**config.mk**
```make
export PLATFORM = sky130hd
export DESIGN_NAME = demux1to4_buf
export DESIGN_NICKNAME = d
export VERILOG_FILES = /design/src/rtl/demux1to4_buf_pkg.sv /design/src/rtl/demux_slot.sv /design/src/rtl/demux1to4_buf.sv
export SDC_FILE = /design/constraint.sdc
export NUM_CORES = 1
export LEC_CHECK = 0
export CAP_MARGIN = 0
export CORE_MARGIN = 2
export CORE_UTILIZATION = 48
export CTS_BUF_LIST = sky130_fd_sc_hd__clkbuf_8
export DETAILED_ROUTE_END_ITERATION = 8
export GPL_TIMING_DRIVEN = 0
export MAX_ROUTING_LAYER = met4
export PLACE_DENSITY = 0.86
export SYNTH_ARGS = -nofsm -noshare
export SYNTH_HDL_FRONTEND = slang
export SYNTH_SLANG_ARGS = --single-unit
```
**constraint.sdc**
```tcl
create_clock -name clk -period 2.1 [get_ports clk]
set_clock_uncertainty 0.2 [all_clocks]
set_input_delay 0.42 -clock clk [delete_from_list [all_inputs] [get_ports clk]]
set_output_delay 0.42 -clock clk [all_outputs]
set_load 0.01 [all_outputs]
```
**src/rtl/demux1to4_buf_pkg.sv**
```systemverilog
// Shared constants for the registered 1-to-4 demultiplexer and its channel slots.
package demux1to4_buf_pkg;

  localparam int unsigned N_CH      = 4;
  localparam int unsigned SEL_W     = 2;
  localparam int unsigned DEF_WIDTH = 32;
  localparam int unsigned DEF_CNT_W = 16;

endpackage

```
**src/rtl/demux_slot.sv**
```systemverilog
// One output channel: a single-word buffer with valid flag and a delivery counter.
module demux_slot
  import demux1to4_buf_pkg::*;
#(
  parameter int unsigned WIDTH = DEF_WIDTH,
  parameter int unsigned CNT_W = DEF_CNT_W
) (
  input  logic             clk,
  input  logic             rst,
  input  logic             load_i,
  input  logic [WIDTH-1:0] in_data_i,
  input  logic             out_ready_i,
  output logic [WIDTH-1:0] data_o,
  output logic             valid_o,
  output logic [CNT_W-1:0] cnt_o
);

  logic [WIDTH-1:0] data_d, data_q;
  logic             valid_d, valid_q;
  logic [CNT_W-1:0] cnt_d, cnt_q;
  logic             drain;

  assign drain = valid_q & out_ready_i;

  always_comb begin
    data_d  = data_q;
    valid_d = valid_q;
    cnt_d   = cnt_q;
    if (drain) begin
      valid_d = 1'b0;
      cnt_d   = cnt_q + CNT_W'(1);
    end
    // A load in the same cycle as a drain wins, giving back-to-back pass-through.
    if (load_i) begin
      data_d  = in_data_i;
      valid_d = 1'b1;
    end
  end

  always_ff @(posedge clk) begin
    if (rst) begin
      data_q  <= '0;
      valid_q <= 1'b0;
      cnt_q   <= '0;
    end else begin
      data_q  <= data_d;
      valid_q <= valid_d;
      cnt_q   <= cnt_d;
    end
  end

  assign data_o  = data_q;
  assign valid_o = valid_q;
  assign cnt_o   = cnt_q;

endmodule

```
**src/rtl/demux1to4_buf.sv**
```systemverilog
// Registered 1-to-4 demultiplexer: steers each accepted word into one of four buffered channels.
module demux1to4_buf
  import demux1to4_buf_pkg::*;
#(
  parameter int unsigned WIDTH = DEF_WIDTH,
  parameter int unsigned CNT_W = DEF_CNT_W
) (
  input  logic             clk,
  input  logic             rst,
  input  logic [WIDTH-1:0] in_data,
  input  logic             in_valid,
  output logic             in_ready,
  input  logic [SEL_W-1:0] select,
  output logic [WIDTH-1:0] out0,
  output logic [WIDTH-1:0] out1,
  output logic [WIDTH-1:0] out2,
  output logic [WIDTH-1:0] out3,
  output logic [N_CH-1:0]  out_valid,
  input  logic [N_CH-1:0]  out_ready,
  output logic [CNT_W-1:0] cnt0,
  output logic [CNT_W-1:0] cnt1,
  output logic [CNT_W-1:0] cnt2,
  output logic [CNT_W-1:0] cnt3
);

  logic [WIDTH-1:0] data_w [N_CH];
  logic [CNT_W-1:0] cnt_w  [N_CH];
  logic [N_CH-1:0]  load;
  logic             accept;

  // Readiness looks only at the addressed channel so a stalled sink never blocks the others.
  assign in_ready = ~out_valid[select] | out_ready[select];
  assign accept   = in_valid & in_ready;

  for (genvar i = 0; i < N_CH; i++) begin : g_slot
    assign load[i] = accept & (select == SEL_W'(i));

    demux_slot #(
      .WIDTH (WIDTH),
      .CNT_W (CNT_W)
    ) u_slot (
      .clk         (clk),
      .rst         (rst),
      .load_i      (load[i]),
      .in_data_i   (in_data),
      .out_ready_i (out_ready[i]),
      .data_o      (data_w[i]),
      .valid_o     (out_valid[i]),
      .cnt_o       (cnt_w[i])
    );
  end

  assign out0 = data_w[0];
  assign out1 = data_w[1];
  assign out2 = data_w[2];
  assign out3 = data_w[3];
  assign cnt0 = cnt_w[0];
  assign cnt1 = cnt_w[1];
  assign cnt2 = cnt_w[2];
  assign cnt3 = cnt_w[3];

endmodule

```
**Metal 1**

Drawn at 3 px/µm. Supply wires on this layer in gray.
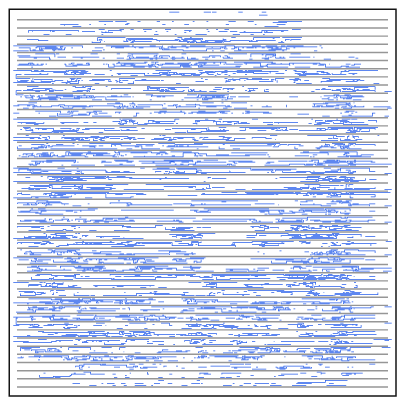
1099 nets have wire on it. The layer holds 42% of the routed length.
wirelength, routed: 21.94 mm
met1 GRT Util: 31.69%

**Signal wires on met2**

Drawn at 2 px/µm.
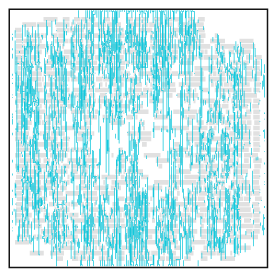
The layer holds 47% of the routed length. The layer carries 10300 µm of wire. The wires run mostly vertical. The longest straight run is 57.5 µm. 1030 nets have wire on it.
met2 usage in global routing: 44.24%
vias post-DR: 7233

==> out/results.ini <==
[run_status]
run_status=finished with violations
failed_checks=negative setup slack

[layout]
layout-area-overhead-vs-synth_pct=43.66
post_route_cells_drive_above_1_share_pct=12.45
layout.area.seq_um2=3994
post_layout_nonfiller_instances=1377
layout_top_cell_excl_fill_tap=sky130_fd_sc_hd__nand2_1
finalNetCount=1221
nFillCells=1212
antenna_cells=0
layout.area.comb_um2=3259
layout.cells.most_common_list=281 x sky130_fd_sc_hd__nand2_1, 226 x sky130_fd_sc_hd__clkdlybuf4s50_1, 150 x sky130_fd_sc_hd__dfxtp_1

[logic_synthesis]
flop_cell=sky130_fd_sc_hd__dfxtp_1
synth_area_per_cell_um2=8.116
synthDistinctLibCells=32
top_cell_area_share_pct=52.84
flop_and_latch_count_out_of_synthesis=196
yosys.stat.chipArea_um2=7426
number_of_enable_type_register_cells_in_the_synthesized_netlist=0
synth.area.top_cells=sky130_fd_sc_hd__dfxtp_1 53%, sky130_fd_sc_hd__nand2_1 14%, sky130_fd_sc_hd__a21oi_1 9.8%
yosys-top-cells-count=281 x sky130_fd_sc_hd__nand2_1, 196 x sky130_fd_sc_hd__dfxtp_1, 146 x sky130_fd_sc_hd__a21oi_1, 58 x sky130_fd_sc_hd__nor2_1, 51 x sky130_fd_sc_hd__clkbuf_1
fp_nets=960
syn-cell-area_um2=7426
synth-seq-area-share_pct=52.84
postSynthCellCount=915
synthArstFlopShare_pct=0
yosys-stat-cells=915
yosys.area.top_type=sky130_fd_sc_hd__dfxtp_1
synthesis.yosys.warnings=0
top_cell=sky130_fd_sc_hd__nand2_1

[global_route]
grt_busiest_layer=met2
via_count_of_the_first_global_routing_pass=6774
antenna_violations_before_repair=0
grt_overflow_total=0
gr-usage-all-layers_pct=27.30
pin_count_of_the_biggest_net_entering_global_routing=18
global_route_wire_length_before_repair_mm=34.07

[final_timing]
setup_slack_ns=-0.1929
fmax_mhz=436.1
grt_setup_unrepaired=true
count_of_endpoints_failing_setup_in_the_final_report=1
fin_crit_sh_pct=109.2
slew_headroom_pct=59.92
tightest_slew_ns=0.6011
number_of_failing_hold_endpoints_at_the_final_stage=0
final_max_slew_viol_count=0
final_critical_path_time_including_i_o_delays_and_setup_ns=2.293

[placed_design]
placement.io_buffers=236
gpl.final_weighted_congestion=0.8607
numPlacedInstances=1339
dp.final_hpwl_mm=16.08

[detailed_routing]
drc_errors=0
routed_length_on_met3_mm=1.761
drt_iter0_drc=313
detail_routed_net_length_per_standard_cell_um=15.94
top_layer_used=met4
detailed_route_wire_length_on_metal_1_mm=9.153
route.met2.wl_mm=10.28
drt_pre_antenna_iters=5
detail-route-antenna-nets=0
vias_per_cell=5.253

[setup_path]
slowest_stage_cell_crit_path=sky130_fd_sc_hd__mux4_2
timing.rr.end=g_slot[2].u_slot.data_o[20]
worst-endpoint-required_ns=1.48
cp_num_cells=3
path_class=flip-flop to output port
rrSetupSlack_ns=0.11
critPathLaunchType=flip-flop
path_max_fanout=2
cp.buffers_inverters=1
critical_path.reg2reg.startpoint=g_slot[2].u_slot.valid_o
worstPathArrival_ns=1.67
crit_path_end_kind=output port
critPathTopFamily=multiplexers
worst_setup_path_endpoint=in_ready
worst_setup_path_startpoint=g_slot[2].u_slot.valid_o
cp_cell_sequence=or2b_4, mux4_2, buf_6
max_stage_delay_ns=0.46
worst_r2r_path_depth=8

[run]
cap_violations=0
log.warning_count=28

[floorplanning]
site_row_count=45
count_of_pins_on_the_block_boundary=238
chipArea_um2=16480
floorplanUtilization_pct=49.03
fp.dieW_um=128.4
vertical_die_dimension_um=128.4
core_area_um2=15150

[worst_hold_path]
whs_endpoint=g_slot[0].u_slot.data_o[12]
hold_path.class=flip-flop to flip-flop
min_path_cells=2
worst_hold_startpoint=g_slot[0].u_slot.data_o[12]

[pwr]
total_power_mw=7.163
power.static_leakage_nw=3.738
power_per_cell_area_nw_per_um2=671.5
vdd_drop_max_v=0.0004865

[clock_tree]
number_of_clock_buffers_inserted_by_tritoncts=17
h-tree-depth=4
clkTransAtPathRegs_ns=0.10
root_buffer=sky130_fd_sc_hd__clkbuf_8
cts_hold_buffers=0
tritoncts_clock_tree=done
clk_latency_ns=0.45
cts.sink_count=196
cts.path.max_buffers=2

**Signal wires on met3**

Drawn at 3 px/µm.
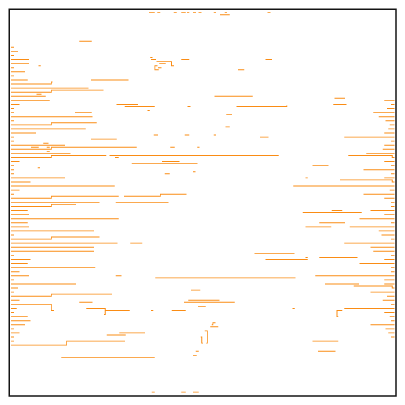
192 nets have wire on it. The longest straight run is 56.1 µm. The wires run mostly horizontal.
M3 GR Usage: 7.651%

[metrics by stage]
stage	utilization, %	setup slack [ns]	hold WS [ns]	TNS (ns)	instance area [µm²]
floorplan	-	0.1882	0.2805	0	7426
finish	70.43	-0.1929	0.2577	-0.1929	10670
CTS	69.55	-0.2237	0.2588	-0.2788	10530
global placement	66.18	-0.8531	0.2406	-126.60	10020
global route	70.43	-0.2449	0.2786	-0.2452	10670
detailed placement	66.18	-0.8475	0.2458	-125.96	10020
[area by class of cell]
| class | instances | area share, % |
|---|---|---|
| clock buffer | 17 | 2.193 |
| multi-input combinational | 651 | 30.55 |
| tap | 188 | 2.205 |
| timing repair buffer | 242 | 22.70 |
| buffer | 55 | 2.557 |
| sequential | 196 | 37.44 |
| clock inverter | 15 | 1.900 |
| inverter | 13 | 0.4574 |
[state kept, by name (all words and copies together), names as in the netlist]
signal / count
g_slot.u_slot.data_o: 128
g_slot.u_slot.cnt_o: 64
g_slot.u_slot.valid_o: 4
[report_power, final]
group	internal, mW	switching [mW]	total, mW
Combinational	0.297	0.354	0.651
Sequential	3.80	0.0475	3.84
Clock	1.31	1.36	2.67
Total	5.40	1.76	7.16
[cell families (layout without fill, tap and decap cells)]
group	count (synthesis)	count (layout)	share of synthesized area, %
XOR/XNOR	47	47	5.543
AND-OR/OR-AND	155	155	10.65
AND/OR/NAND/NOR	441	441	25.90
multiplexers	4	4	0.7582
flip-flops	196	196	52.84
adder cells (fa/ha/maj)	4	4	0.6740
buffers and inverters	68	342	3.639
[repair_timing]
action | 4_1_cts | 5_1_grt
resized | 48 | 97
endpoints found under the setup margin | 215 | 201
pin swaps | 0 | 1
buffers inserted | 3 | 3
